--- src/rtl/serial_cmd_pkg.sv ---
// Shared opcode constants, response lengths and controller state type for the
// serial command initiator.
package serial_cmd_pkg;

    localparam logic [7:0] CMD_VERSION       = 8'd0;
    localparam logic [7:0] CMD_DEADTICKS     = 8'd1;
    localparam logic [7:0] CMD_FIRINGTICKS   = 8'd2;
    localparam logic [7:0] CMD_TOGGLE_OUT    = 8'd3;
    localparam logic [7:0] CMD_TOGGLE_CLKSRC = 8'd4;
    localparam logic [7:0] CMD_SET_PHASE     = 8'd5;
    localparam logic [7:0] CMD_MASK1         = 8'd6;
    localparam logic [7:0] CMD_MASK2         = 8'd7;
    localparam logic [7:0] CMD_PASSTHRU      = 8'd8;
    localparam logic [7:0] CMD_HISTO         = 8'd10;
    localparam logic [7:0] CMD_VETOLAST      = 8'd11;
    localparam logic [7:0] CMD_PLL_RESET     = 8'd13;
    localparam logic [7:0] CMD_VETO_CYCLES   = 8'd14;
    localparam logic [7:0] CMD_CLK_AS_INPUT  = 8'd15;

    localparam logic [7:0] VERSION_LEN = 8'd1;
    localparam logic [7:0] HISTO_LEN   = 8'd136;

    typedef enum logic [2:0] {
        ST_IDLE,
        ST_SEND_OP,
        ST_GAP,
        ST_SEND_ARG,
        ST_POST,
        ST_WAIT_RESP,
        ST_DONE
    } state_e;

    // Where the controller goes once the final command byte has been presented.
    function automatic state_e after_last_byte(input logic [7:0] resp_len);
        return (resp_len != 8'd0) ? ST_WAIT_RESP : ST_POST;
    endfunction

endpackage

--- src/rtl/serial_tx_pacer.sv ---
// Emulated UART transmitter pacing: accepts processor bytes, holds tx_busy for
// BUSY_CYCLES per accepted byte and flags starts that arrive while busy.
module serial_tx_pacer #(
    parameter int BUSY_CYCLES = 4
) (
    input  logic clk,
    input  logic rst_n,
    input  logic tx_start,
    output logic tx_busy,
    output logic capture,
    output logic proto_err
);

    localparam int CW = (BUSY_CYCLES > 1) ? $clog2(BUSY_CYCLES) : 1;

    logic [CW-1:0] hold_cnt;

    assign capture   = tx_start && !tx_busy;
    assign proto_err = tx_start && tx_busy;

    // A start during busy never reloads the count, so the processor sees a fixed hold.
    always_ff @(posedge clk or negedge rst_n) begin
        if (!rst_n) begin
            tx_busy  <= 1'b0;
            hold_cnt <= '0;
        end else if (capture) begin
            // NOTE: non-blocking assignments keep every flop sampling pre-edge values.
            tx_busy  <= 1'b1;
            hold_cnt <= CW'(BUSY_CYCLES - 1);
        end else if (tx_busy) begin
            if (hold_cnt == '0) begin
                tx_busy <= 1'b0;
            end else begin
                hold_cnt <= hold_cnt - 1'b1;
            end
        end
    end

endmodule

--- src/rtl/serial_cmd_initiator.sv ---
// Command master for the serial command processor: sends opcode/argument bytes
// with the required pacing and collects the response bytes.
// Optional little-endian word assembly: define SERIAL_CMD_INITIATOR_WORD_ASM_EN.
module serial_cmd_initiator
    import serial_cmd_pkg::*;
#(
    parameter int INTER_BYTE_GAP = 4,
    parameter int POST_GAP       = 4,
    parameter int BUSY_CYCLES    = 4,
    parameter int TIMEOUT_CYCLES = 65535
) (
    input  logic        clk,
    input  logic        rst_n,
    input  logic        req_valid,
    output logic        req_ready,
    input  logic [7:0]  req_opcode,
    input  logic [7:0]  req_arg,
    input  logic        req_has_arg,
    input  logic [7:0]  req_resp_len,
    output logic        rx_ready,
    output logic [7:0]  rx_data,
    input  logic        tx_start,
    input  logic [7:0]  tx_data,
    output logic        tx_busy,
    output logic        resp_valid,
    output logic [7:0]  resp_data,
    output logic [7:0]  resp_index,
    output logic        resp_last,
    output logic        done,
    output logic        timeout,
    output logic        stray_err,
    output logic        word_valid,
    output logic [31:0] word_data,
    output logic [5:0]  word_index
);

    state_e      state, state_d;
    logic [7:0]  arg_q;
    logic [7:0]  len_q;
    logic        has_arg_q;
    logic [7:0]  resp_cnt;
    logic [15:0] pace_cnt;
    logic [31:0] to_cnt;
    logic        capture;
    logic        proto_err;
    logic        accept;
    logic        resp_cap;
    logic        to_hit;

    serial_tx_pacer #(
        .BUSY_CYCLES (BUSY_CYCLES)
    ) u_pacer (
        .clk       (clk),
        .rst_n     (rst_n),
        .tx_start  (tx_start),
        .tx_busy   (tx_busy),
        .capture   (capture),
        .proto_err (proto_err)
    );

    assign accept   = req_valid && req_ready;
    // Only the first resp_len bytes of a response are delivered; anything else is stray.
    assign resp_cap = capture && (state == ST_WAIT_RESP) && (resp_cnt < len_q);
    assign to_hit   = (state == ST_WAIT_RESP) && !capture &&
                      (to_cnt >= 32'(TIMEOUT_CYCLES - 1));

    always_comb begin
        // NOTE: default first so every path assigns state_d and no latch is inferred.
        state_d = state;
        unique case (state)
            ST_IDLE:      if (accept) state_d = ST_SEND_OP;
            ST_SEND_OP:   state_d = has_arg_q ? ST_GAP : after_last_byte(len_q);
            ST_GAP:       if (pace_cnt == 16'(INTER_BYTE_GAP - 1)) state_d = ST_SEND_ARG;
            ST_SEND_ARG:  state_d = after_last_byte(len_q);
            ST_POST:      if (pace_cnt == 16'(POST_GAP - 1)) state_d = ST_DONE;
            ST_WAIT_RESP: if (to_hit || ((resp_cnt == len_q) && !tx_busy)) state_d = ST_DONE;
            ST_DONE:      state_d = ST_IDLE;
            default:      state_d = ST_IDLE;
        endcase
    end

    always_ff @(posedge clk or negedge rst_n) begin
        if (!rst_n) begin
            state     <= ST_IDLE;
            arg_q     <= '0;
            len_q     <= '0;
            has_arg_q <= 1'b0;
            resp_cnt  <= '0;
            pace_cnt  <= '0;
            to_cnt    <= '0;
        end else begin
            state <= state_d;
            if (accept) begin
                arg_q     <= req_arg;
                len_q     <= req_resp_len;
                has_arg_q <= req_has_arg;
            end
            if (accept) begin
                resp_cnt <= '0;
            end else if (resp_cap) begin
                resp_cnt <= resp_cnt + 8'd1;
            end
            // Gap and post counters restart on every state change.
            if (state_d != state) begin
                pace_cnt <= '0;
            end else if (state == ST_GAP || state == ST_POST) begin
                pace_cnt <= pace_cnt + 16'd1;
            end
            if (state != ST_WAIT_RESP || capture) begin
                to_cnt <= '0;
            end else if (to_cnt != '1) begin
                to_cnt <= to_cnt + 32'd1;
            end
        end
    end

    // Every output is a flop loaded from the next-state decision.
    always_ff @(posedge clk or negedge rst_n) begin
        if (!rst_n) begin
            req_ready  <= 1'b0;
            rx_ready   <= 1'b0;
            rx_data    <= '0;
            resp_valid <= 1'b0;
            resp_data  <= '0;
            resp_index <= '0;
            resp_last  <= 1'b0;
            done       <= 1'b0;
            timeout    <= 1'b0;
            stray_err  <= 1'b0;
        end else begin
            req_ready  <= (state_d == ST_IDLE);
            rx_ready   <= (state_d == ST_SEND_OP) || (state_d == ST_SEND_ARG);
            if (accept) begin
                rx_data <= req_opcode;
            end else if (state_d == ST_SEND_ARG) begin
                rx_data <= arg_q;
            end
            resp_valid <= resp_cap;
            resp_last  <= resp_cap && (resp_cnt == len_q - 8'd1);
            if (resp_cap) begin
                resp_data  <= tx_data;
                resp_index <= resp_cnt;
            end
            done    <= (state_d == ST_DONE);
            timeout <= to_hit;
            // A fresh error in the accept cycle outranks the clear.
            if (proto_err || (capture && !resp_cap)) begin
                stray_err <= 1'b1;
            end else if (accept) begin
                stray_err <= 1'b0;
            end
        end
    end

`ifdef SERIAL_CMD_INITIATOR_WORD_ASM_EN
    logic [23:0] word_buf;

    always_ff @(posedge clk or negedge rst_n) begin
        if (!rst_n) begin
            word_buf   <= '0;
            word_valid <= 1'b0;
            word_data  <= '0;
            word_index <= '0;
        end else begin
            word_valid <= 1'b0;
            if (state == ST_DONE) begin
                word_buf <= '0;
            end else if (resp_valid) begin
                unique case (resp_index[1:0])
                    2'd0: word_buf[7:0]   <= resp_data;
                    2'd1: word_buf[15:8]  <= resp_data;
                    2'd2: word_buf[23:16] <= resp_data;
                    default: begin
                        word_data  <= {resp_data, word_buf};
                        word_valid <= 1'b1;
                        word_index <= resp_index[7:2];
                    end
                endcase
            end
        end
    end
`else
    assign word_valid = 1'b0;
    assign word_data  = '0;
    assign word_index = '0;
`endif

endmodule

--- config.mk ---
export PLATFORM = sky130hd
export DESIGN_NAME = serial_cmd_initiator
export DESIGN_NICKNAME = d
export VERILOG_FILES = /design/src/rtl/serial_cmd_pkg.sv /design/src/rtl/serial_tx_pacer.sv /design/src/rtl/serial_cmd_initiator.sv
export SDC_FILE = /design/constraint.sdc
export NUM_CORES = 1
export LEC_CHECK = 0
export CORE_MARGIN = 1
export CORE_UTILIZATION = 30
export CTS_BUF_LIST = sky130_fd_sc_hd__clkbuf_16
export DETAILED_ROUTE_END_ITERATION = 8
export PLACE_DENSITY_LB_ADDON = 0.25
export RECOVER_POWER = 25
export SLEW_MARGIN = 5
export SYNTH_ARGS = -nofsm -noshare
export SYNTH_HDL_FRONTEND = slang
export SYNTH_SLANG_ARGS = --single-unit
--- constraint.sdc ---
create_clock -name clk -period 2.6 [get_ports clk]
set_clock_uncertainty 0.15 [all_clocks]
set_input_delay 0.52 -clock clk [delete_from_list [all_inputs] [get_ports clk]]
set_output_delay 0.52 -clock clk [all_outputs]
set_load 0.005 [all_outputs]
Fig. 1: run 1, where the registers sit
(3 px per um) Other sequential cells in the stronger gray, the rest of the logic in the fainter gray.
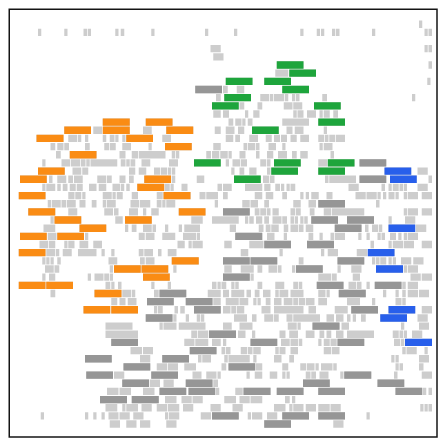
orange -> to_cnt  # sequential cells 32
green -> pace_cnt  # sequential cells 16
blue -> rx_data  # sequential cells 8
not colored = 54
P_seq: 0.00230 W
Register Area: 0.00275 mm2

Fig. 2: run 1, sizing map
(3 px per um)
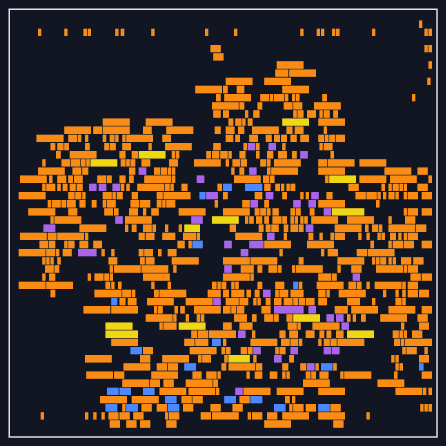
yellow -> drive 6 and up  # cells 13, share 1.8%
orange -> drive 1 or less  # cells 652, share 89%
purple -> drive 3 to 4  # cells 42, share 5.8%
blue -> drive 2  # cells 22, share 3.0%

==> flow_summary_export.csv, run 1 <==
group,metric,value,unit
pwr,powerDensity,811,mW/mm2
setup_path,critPathKind,"reg -> reg",
final_timing,period_needed,2.46,ns
layout,num-multi-input-gates,477,
logic_synthesis,syn_area_per_cell,9.39,um2
clock_tree,clockRootBuffer,"clkbuf_16",
clock_tree,cts_tree,"yes",
layout,clkCellAreaFrac,4.18,%
setup_path,end_kind,"flip-flop",
drt,dr.pass1.iters,4,
logic_synthesis,ys_ff,110,
die,initial_core_util,31.1,%
clock_tree,clk_path_buf_depth,2,
global_route,grt_max_degree,49,
setup_path,required,2.73,ns
setup_path,cp-start-kind,"flip-flop",
die,row_count,50,
logic_synthesis,topCellsByArea,"dfrtp_1 47%, buf_4 5.1%, nand2_1 5.0%, nor2_1 4.6%, xor2_1 3.4%",
layout,largest_reg_flops,32,
clock_tree,path_clk_slew,0.07,ns
clock_tree,cts_resized,0,
outcome,status,"finished clean",
final_timing,fin_hold_ws,0.318,ns
layout,seq_share,37.7,%
logic_synthesis,yosys_warnings,0,
layout,final_cell_mix,"110 x dfrtp_1, 79 x nand2_1, 72 x nor2_1, 67 x clkdlybuf4s50_1, 39 x conb_1",
clock_tree,worstSkewPairLatency,0.36,ns
worst_hold_path,hold_class,"reg -> reg",
placement,hpwl,9700,um
logic_synthesis,yosys_area,0.00589,mm2
logic_synthesis,synth_cells,627,
run,drv_cap,0,
layout,fill_cells,1917,
final_timing,slew_violations,0,
final_timing,min_period_over_period,94.7,%
setup_path,cp_data_arrival_time,2.60,ns
logic_synthesis,synthFlopType,"dfrtp_1",
layout,final_area,0.00730,mm2
logic_synthesis,aoi_share,9.46,%
drt,drt-met1-wl,6440,um
drt,ant_nets,0,
logic_synthesis,ys_async_sr_fraction,100,%
die,die_width,142,um
logic_synthesis,ys_sh_mux,3.02,%
clock_tree,cts_num_sinks,110,
final_timing,worst_slew_pin_slew,0.822,ns
placement,io_buffers,68,
logic_synthesis,simple_gate_area_share,23.6,%
logic_synthesis,yosysTopAreaCellShare,46.7,%
global_route,grt_overflow,0,
pwr,leakage,3.17,nW
layout,largest_class,"multi-input combinational cells",
die,die_area,0.0202,mm2
drt,wl_met3,545,um
layout,reg_top3,"to_cnt: 32 flops, pace_cnt: 16 flops",
drt,drc,0,
layout,signal_buffers,109,
die,ios,108,
global_route,use_met3,3.43,%
placement,place_congestion,0.786,
global_route,grt_pass1_wl,23100,um
layout,fin_nets,777,
die,core,0.0190,mm2
layout,final_cells,989,
global_route,track_usage,14.3,%
logic_synthesis,ys_types,57,
layout,syn_to_final_growth,23.9,%
drt,wl_met2,6380,um
global_route,busiest_layer,"met2",
global_route,grt_use_met1,18.6,%
logic_synthesis,netlist_area,0.00589,mm2
layout,comb_area,0.00285,mm2
final_timing,hold_viol_final,0,
final_timing,maxSlewHeadroom,45.2,%
layout,top_register,"to_cnt",
logic_synthesis,yosys_cells,627,
layout,nClkBuffers,9,
drt,via_per_inst,4.68,
final_timing,worst_slack,0.138,ns
layout,drive_gt1_share,10.6,%
logic_synthesis,edf_count,0,
clock_tree,ctsHoldBuffers,1,
clock_tree,cts_made_buffers,9,
placement,dp_cells,971,
drt,post_drt_wl_per_cell,13.7,um
placement,place_ws,-0.240,ns
drt,routed.top_layer,"met4",
logic_synthesis,synthXorXnorAreaFrac,6.40,%
logic_synthesis,yosysTopAreaCell,"dfrtp_1",
clock_tree,htree_levels,3,
pwr,vdd_drop_max,408,uV
final_timing,fmax,0.406,GHz
layout,layout_top_cell,"dfrtp_1",
Fig. 3: run 1, signal wires on met2
(3 px per um)
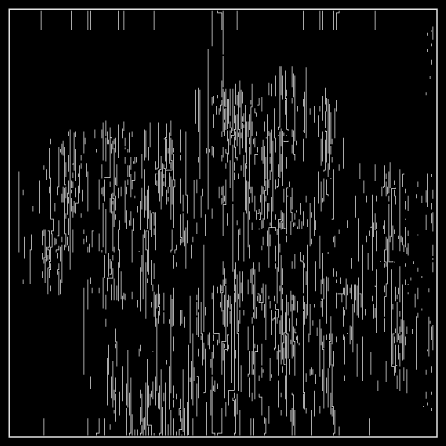
share of all routed wire = 47%
main direction = vertical
nets with wire on the layer = 646
wire length on this layer = 6380 um
longest straight run = 53.4 um
met2 usage: 23.8%
Routed WL: 13500 um
via count: 4627

==> run 1: power breakdown <==
part / internal (W) / switching [W]
combinational: 0.00106 / 0.00110
clock: 0.000831 / 0.000628
sequential: 0.00207 / 0.000229
total: 0.00396 / 0.00196
==> run 1: path summary, 6_finish.rpt <==
path,slack (ns),depth (start not counted),end,from
setup reg to reg,0.14,9,resp_cnt[6]$_DFFE_PN0P_,len_q[5]$_DFFE_PN0P_
hold reg to reg,0.32,2,arg_q[2]$_DFFE_PN0P_,arg_q[2]$_DFFE_PN0P_
max in group asynchronous,0.41,3,to_cnt[23]$_DFFE_PN0P_,rst_n
hold / removal,0.32,2,arg_q[2]$_DFFE_PN0P_,arg_q[2]$_DFFE_PN0P_
min in group asynchronous,0.64,2,resp_index[5]$_DFFE_PN0P_,rst_n
setup / recovery,0.14,9,resp_cnt[6]$_DFFE_PN0P_,len_q[5]$_DFFE_PN0P_
==> run 1: metrics by stage <==
step / util (%) / setup TNS (ns)
after CTS: 38.5 / 0
after floorplan: - / 0
after global placement: 36.8 / -3.18
after global routing: 38.5 / -0.0296
final: 38.5 / 0
after detailed placement: 36.8 / -4.03
==> run 1: Yosys cell counts, drive strengths merged, types with 3 or more instances <==
cell type	n
o211ai	4
a21oi	24
a31oi	10
mux2	14
o21ai	30
dfrtp	110
nor3	11
inv	18
a211oi	3
nor4	11
nor2	72
nand2	80
xor2	23
nand4	14
nand2b	5
or3	9
xnor2	20
a21o	3
clkbuf	17
and3	12
ha	15
buf	43
or4	4
nand3	22
o21a	4
and2	5
nor2b	3
and4	16
==> run 1: worst max-delay path: stages, from the launching register on <==
cell and delay (ns):
dfrtp_1 0.36, inv_1 0.06, ha_1 0.30, a21o_1 0.19, a21o_1 0.20, a2111oi_4 0.32, buf_4 0.17, nand4_1 0.15
or3_1 0.34, a21oi_1 0.14
Fig. 4: run 1, layout detail
Window x 59 to 84, y 59 to 84 um. Cells in gray, sequential cells in the stronger gray; small squares are vias.
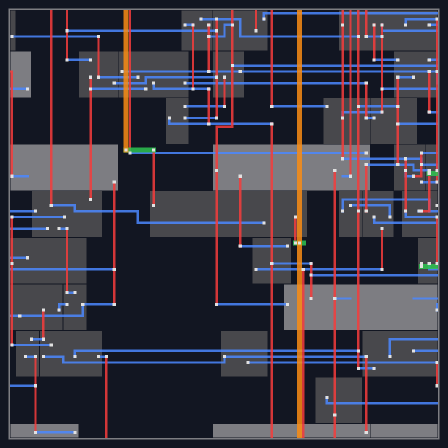

==> run 1 -> run 2 <==
--- a/config.mk
+++ b/config.mk
@@ -6,7 +6,7 @@
 export NUM_CORES = 1
 export LEC_CHECK = 0
 export CORE_MARGIN = 1
-export CORE_UTILIZATION = 30
+export CORE_UTILIZATION = 40
 export CTS_BUF_LIST = sky130_fd_sc_hd__clkbuf_16
 export DETAILED_ROUTE_END_ITERATION = 8
 export PLACE_DENSITY_LB_ADDON = 0.25
Fig. 5: run 2, layout detail
Window x 49 to 74, y 49 to 74 um. Cells in gray, sequential cells in the stronger gray; small squares are vias.
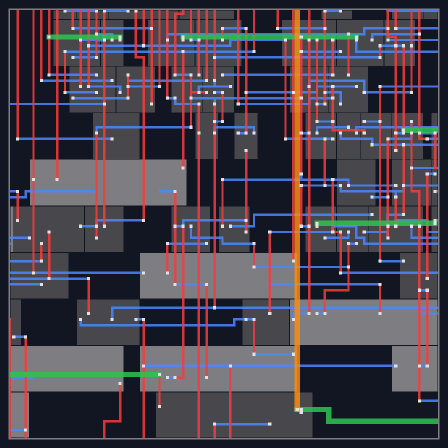
orange -> met4
green -> met3
red -> met2
blue -> met1
cells with their middle in the window = 39
netlist names of flops here include = state (2)
most frequent = o21ai_0 (5), dfrtp_1 (5), buf_4 (3)
sequential cells in the window = 5

==> run 2 against run 1 <==
Compared with the run above: global-route usage up 4.0 points; non-clock buffer count down 6; clock-buffer cell count unchanged; total power down 1.0%; register-to-register slack worse by 0.03 ns; sequential cell count unchanged; cell count down 8.6%; die size down 25%; largest power group unchanged.
==> flow_summary_export.csv, run 2 <==
group,metric,value,unit
outcome,status,"finished clean",
placement,place_ws,-0.240,ns
clock_tree,ctsHoldBuffers,1,
placement,hpwl,9330,um
logic_synthesis,yosys_area,0.00589,mm2
clock_tree,cts_resized,0,
final_timing,period_needed,2.49,ns
logic_synthesis,synthFlopType,"dfrtp_1",
setup_path,end_kind,"flip-flop",
global_route,track_usage,18.3,%
die,die_width,123,um
logic_synthesis,ys_async_sr_fraction,100,%
final_timing,worst_slack,0.110,ns
pwr,powerDensity,819,mW/mm2
drt,num_vias,4675,
clock_tree,worstSkewPairLatency,0.36,ns
global_route,grt_max_degree,61,
setup_path,cp-start-kind,"flip-flop",
logic_synthesis,edf_count,0,
final_timing,worst_slew_pin_slew,0.836,ns
setup_path,required,2.73,ns
layout,largest_reg_flops,32,
worst_hold_path,hold_class,"reg -> reg",
final_timing,slew_violations,0,
logic_synthesis,synthXorXnorAreaFrac,6.40,%
setup_path,crit_slowest_cell,"dfrtp_1",
setup_path,crit_path_cell_trace,"inv_1, ha_1, a21o_1, a21o_1, a2111oi_4, buf_4, nand4_1, or3_1, a21oi_1",
final_timing,fmax,0.402,GHz
clock_tree,path_clk_slew,0.07,ns
clock_tree,cts_tree,"yes",
layout,top_register,"to_cnt",
layout,fill_cells,1293,
final_timing,hold_viol_final,0,
logic_synthesis,ys_sh_mux,3.02,%
global_route,grt_pass1_wl,21600,um
layout,final_area,0.00716,mm2
logic_synthesis,synth_cells,627,
layout,fin_nets,771,
logic_synthesis,aoi_share,9.46,%
setup_path,cp_data_arrival_time,2.62,ns
die,die_area,0.0152,mm2
drt,routed_wl,13000,um
layout,drive_gt1_share,10.2,%
layout,reg_top3,"to_cnt: 32 flops, pace_cnt: 16 flops",
drt,ant_nets,0,
placement,dp_cells,887,
logic_synthesis,ys_types,57,
logic_synthesis,syn_area_per_cell,9.39,um2
global_route,grt_overflow,0,
logic_synthesis,yosysTopAreaCellShare,46.7,%
layout,final_cell_mix,"110 x dfrtp_1, 79 x nand2_1, 72 x nor2_1, 67 x clkdlybuf4s50_1, 39 x conb_1",
logic_synthesis,netlist_area,0.00589,mm2
die,initial_core_util,41.8,%
clock_tree,cts_num_sinks,110,
placement,io_buffers,68,
die,row_count,43,
logic_synthesis,yosys_warnings,0,
logic_synthesis,common_cells,"110 x dfrtp_1, 79 x nand2_1, 72 x nor2_1",
drt,dr.pass1.iters,4,
clock_tree,cts_made_buffers,9,
setup_path,cp_common_cell,"a21o_1",
logic_synthesis,simple_gate_area_share,23.6,%
layout,final_cells,904,
clock_tree,clk_path_buf_depth,2,
layout,layout_top_cell,"dfrtp_1",
pwr,vdd_drop_max,373,uV
drt,drc,0,
run,drv_cap,0,
logic_synthesis,ys_ff,110,
logic_synthesis,topCellsByArea,"dfrtp_1 47%, buf_4 5.1%, nand2_1 5.0%, nor2_1 4.6%, xor2_1 3.4%",
layout,syn_to_final_growth,21.5,%
final_timing,setup_tns,0,ns
clock_tree,htree_levels,3,
logic_synthesis,most_common_cell,"dfrtp_1",
final_timing,fin_hold_ws,0.314,ns
Fig. 6: run 2, track usage over the die
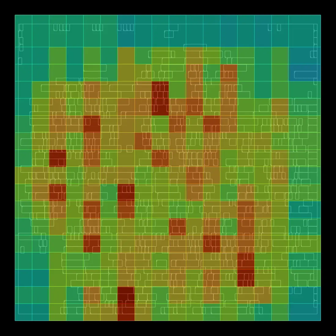
met1 Track Usage GR: 22.3%
met2 usage: 30.9%
GR Layer Usage met3: 4.94%
global-route layer with the greatest usage: met2

## run 2: cell counts after synthesis
No cell type changed its count.
## run 2: metal layers
metal	up-vias	part of all wire (%)
met5	-	0
met1	2268	45
li1	2283	-
met4	0	1.5
met2	107	49
met3	17	4.6
## run 2: report_power, final
part | total (W) | internal, W | switching [W]
registers | 0.00229 | 0.00207 | 0.000222
clock network | 0.00148 | 0.000840 | 0.000641
logic | 0.00209 | 0.00102 | 0.00106
total | 0.00586 | 0.00393 | 0.00193
## run 2: worst paths after layout
check                                          start                 endpoint  slack (ns)  depth (start not counted)
worst max register to register  len_q[5]$_DFFE_PN0P_  resp_cnt[6]$_DFFE_PN0P_        0.11                          9
min in group asynchronous                      rst_n  resp_cnt[5]$_DFFE_PN0P_        0.55                          2
worst min register to register  arg_q[1]$_DFFE_PN0P_     arg_q[1]$_DFFE_PN0P_        0.31                          2
worst min-delay path            arg_q[1]$_DFFE_PN0P_     arg_q[1]$_DFFE_PN0P_        0.31                          2
worst max-delay path            len_q[5]$_DFFE_PN0P_  resp_cnt[6]$_DFFE_PN0P_        0.11                          9
max in group asynchronous                      rst_n   to_cnt[30]$_DFFE_PN0P_        0.40                          3
## run 2: area by class of cell
cell class | instances | area, um2 | share of cell area (%)
clock inverters | 7 | 88.8 | 1.24
clock buffers | 9 | 225 | 3.15
multi-input cells | 477 | 2850 | 39.8
inverters | 18 | 67.6 | 0.944
flip-flops and latches | 110 | 2750 | 38.5
repair buffers | 103 | 952 | 13.3
well taps | 180 | 225 | 3.15
## run 2: worst max-delay path: cells and delay by family (launching register included)
family	cells	cell delay (ns)
AOI/OAI and AO/OA	4	0.87
adders and majority gates	1	0.30
buffers and inverters	2	0.23
DFF	1	0.36
and+or+nand+nor	2	0.49
==> run 2 -> run 3 <==
--- a/config.mk
+++ b/config.mk
@@ -11,6 +11,7 @@
 export DETAILED_ROUTE_END_ITERATION = 8
 export PLACE_DENSITY_LB_ADDON = 0.25
 export RECOVER_POWER = 25
+export SKIP_LAST_GASP = 1
 export SLEW_MARGIN = 5
 export SYNTH_ARGS = -nofsm -noshare
 export SYNTH_HDL_FRONTEND = slang
Fig. 7: run 3, sizing map
(4 px per um)
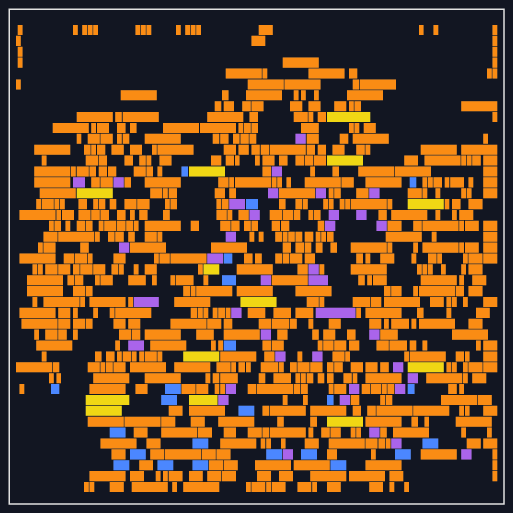
yellow -> drive 6 and up  # cells 13, share 1.8%
purple -> drive 3 to 4  # cells 38, share 5.2%
orange -> drive 1 or less  # cells 650, share 90%
blue -> drive 2  # cells 23, share 3.2%
Setup WS post-layout: 0.110 ns
Area Overhead vs Synth: 21.5%
Buffers excl. clock: 103

Fig. 8: run 3, layout detail
Window x 49 to 74, y 49 to 74 um. Cells in gray, sequential cells in the stronger gray; small squares are vias.
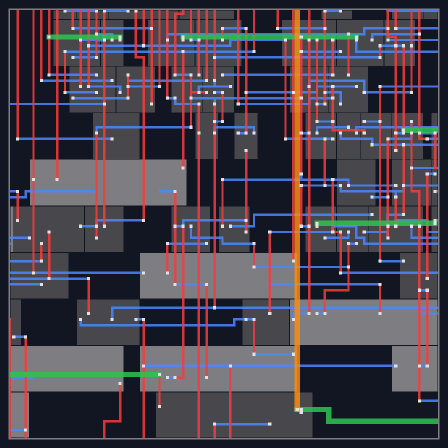
orange -> met4
green -> met3
blue -> met1
red -> met2
cells with their middle in the window = 39
netlist names of flops here include = state (2)
most frequent = o21ai_0 (5), dfrtp_1 (5), buf_4 (3)
sequential cells in the window = 5

==> run 3 against run 2 <==
Compared with the run above: core utilization unchanged; design area unchanged; critical path depth unchanged; cell count unchanged; via count unchanged; die size unchanged; largest power group unchanged.
==> flow_summary_export.csv, run 3 <==
group,metric,value,unit
drt,wl_met2,6330,um
worst_hold_path,hold_class,"reg -> reg",
drt,ant_nets,0,
layout,layout_top_cell,"dfrtp_1",
die,core,0.0141,mm2
clock_tree,worstSkewPairLatency,0.36,ns
setup_path,crit_path_cell_trace,"inv_1, ha_1, a21o_1, a21o_1, a2111oi_4, buf_4, nand4_1, or3_1, a21oi_1",
clock_tree,cts_made_buffers,9,
final_timing,fmax,0.402,GHz
logic_synthesis,yosysTopAreaCell,"dfrtp_1",
global_route,grt_pass1_wl,21600,um
global_route,grt_overflow,0,
pwr,pwr-share-clk,25.3,%
clock_tree,htree_levels,3,
run,drv_cap,0,
global_route,busiest_layer,"met2",
setup_path,cp-start-kind,"flip-flop",
logic_synthesis,ys_async_sr_fraction,100,%
pwr,seq-power,0.00229,W
pwr,switching_share,32.9,%
layout,drive_gt1_share,10.2,%
logic_synthesis,ys_types,57,
layout,fin_nets,771,
setup_path,critPathBufInv,2,
pwr,comb_power_share,35.6,%
pwr,power_switching,0.00193,W
global_route,use_met3,4.94,%
final_timing,fin_hold_ws,0.314,ns
final_timing,rsz0062_at_grt,"no",
die,die_area,0.0152,mm2
logic_synthesis,netlist_area,0.00589,mm2
final_timing,min_period_over_period,95.8,%
pwr,power_frac_seq,39.1,%
setup_path,end_kind,"flip-flop",
pwr,clock_power,0.00148,W
placement,hpwl,9330,um
global_route,grtUsageMet2,30.9,%
layout,final_cells,904,
layout,largest_reg_flops,32,
drt,routed.top_layer,"met4",
drt,via_per_inst,5.17,
drt,post_drt_wl_per_cell,14.3,um
clock_tree,clk_path_buf_depth,2,
die,ios,108,
final_timing,maxSlewHeadroom,44.3,%
clock_tree,cts_tree,"yes",
layout,top_register,"to_cnt",
layout,final_cell_mix,"110 x dfrtp_1, 79 x nand2_1, 72 x nor2_1, 67 x clkdlybuf4s50_1, 39 x conb_1",
logic_synthesis,common_cells,"110 x dfrtp_1, 79 x nand2_1, 72 x nor2_1",
logic_synthesis,edf_count,0,
final_timing,worst_slew_pin_slew,0.836,ns
pwr,p_comb,0.00209,W
setup_path,required,2.73,ns
setup_path,crit_slowest_cell,"dfrtp_1",
logic_synthesis,yosys_cells,627,
drt,routed_wl,13000,um
drt,dr.pass1.iters,4,
drt,drt_iter0_drc,166,
setup_path,cp_data_arrival_time,2.62,ns
drt,wl_met3,592,um
die,row_count,43,
placement,place_ws,-0.240,ns
global_route,track_usage,18.3,%
placement,io_buffers,68,
pwr,power_leader,"sequential cells",
placement,dp_cells,887,
drt,drc,0,
die,initial_core_util,41.8,%
layout,final_area,0.00716,mm2
clock_tree,path_clk_slew,0.07,ns
setup_path,slowest_delay,0.36,ns
pwr,vdd_drop_max,373,uV
setup_path,cp_common_cell,"a21o_1",
pwr,powerDensity,819,mW/mm2
logic_synthesis,yosys_warnings,0,
global_route,grt_max_degree,61,
drt,num_vias,4675,
die,die_width,123,um
logic_synthesis,ys_ff,110,
setup_path,r2r_setup_slack,0.11,ns
placement,place_congestion,0.791,
final_timing,setup_tns,0,ns
clock_tree,clockRootBuffer,"clkbuf_16",
setup_path,cpLargestDelayFamily,"AND-OR/OR-AND gates",
layout,reg_top3,"to_cnt: 32 flops, pace_cnt: 16 flops",
setup_path,critPathKind,"reg -> reg",
pwr,internal_power,0.00393,W
logic_synthesis,yosys_area,0.00589,mm2
pwr,leakage,3.14,nW
logic_synthesis,yosysTopAreaCellShare,46.7,%
final_timing,period_needed,2.49,ns
global_route,grt_use_met1,22.3,%
logic_synthesis,most_common_cell,"dfrtp_1",
outcome,status,"finished clean",
logic_synthesis,synth_cells,627,
logic_synthesis,topCellsByArea,"dfrtp_1 47%, buf_4 5.1%, nand2_1 5.0%, nor2_1 4.6%, xor2_1 3.4%",
logic_synthesis,syn_area_per_cell,9.39,um2
logic_synthesis,synthFlopType,"dfrtp_1",
==> run 3: cell counts in the layout (fill, tap and decap cells not counted) <==
No cell type changed its count.
==> run 3: layout make-up <==
cell class,count,area [um2]
fillers,1293,6940
multi-input cells,477,2850
flip-flops and latches,110,2750
repair buffers,103,952
clock buffers,9,225
well taps,180,225
clock inverters,7,88.8
inverters,18,67.6
==> run 3: worst register-to-register path: stages (launching register included) <==
cell and delay [ns]:
dfrtp_1 0.36, inv_1 0.06, ha_1 0.30, a21o_1 0.18, a21o_1 0.20, a2111oi_4 0.34, buf_4 0.17, nand4_1 0.14
or3_1 0.35, a21oi_1 0.15
==> run 3: repair_timing <==
action	4_1_cts	5_1_grt
endpoints found under the hold margin	11	0
endpoints found under the setup margin	0	12
resized	0	2
hold buffers	1	0
==> run 3: logic make-up (layout without fill, tap and decap cells) <==
group	after synthesis	after routing	share of synthesized area, %
AND/OR/NAND/NOR	273	273	23.6
multiplexers	16	16	3.02
adder cells (fa/ha/maj)	15	15	3.19
other	1	39	0.0637
AND-OR/OR-AND	91	91	9.46
flip-flops	110	110	46.7
buffers and inverters	78	137	7.56
XOR/XNOR	43	43	6.40
==> run 3: final timing paths <==
kind	start	end	cells past startpoint
max	len_q[5]$_DFFE_PN0P_	resp_cnt[6]$_DFFE_PN0P_	9
min	arg_q[1]$_DFFE_PN0P_	arg_q[1]$_DFFE_PN0P_	2
max reg2reg	len_q[5]$_DFFE_PN0P_	resp_cnt[6]$_DFFE_PN0P_	9
min reg2reg	arg_q[1]$_DFFE_PN0P_	arg_q[1]$_DFFE_PN0P_	2
max in group asynchronous	rst_n	to_cnt[30]$_DFFE_PN0P_	3
min in group asynchronous	rst_n	resp_cnt[5]$_DFFE_PN0P_	2
Power figures rest on the tool's default switching activity, not on a simulated workload.
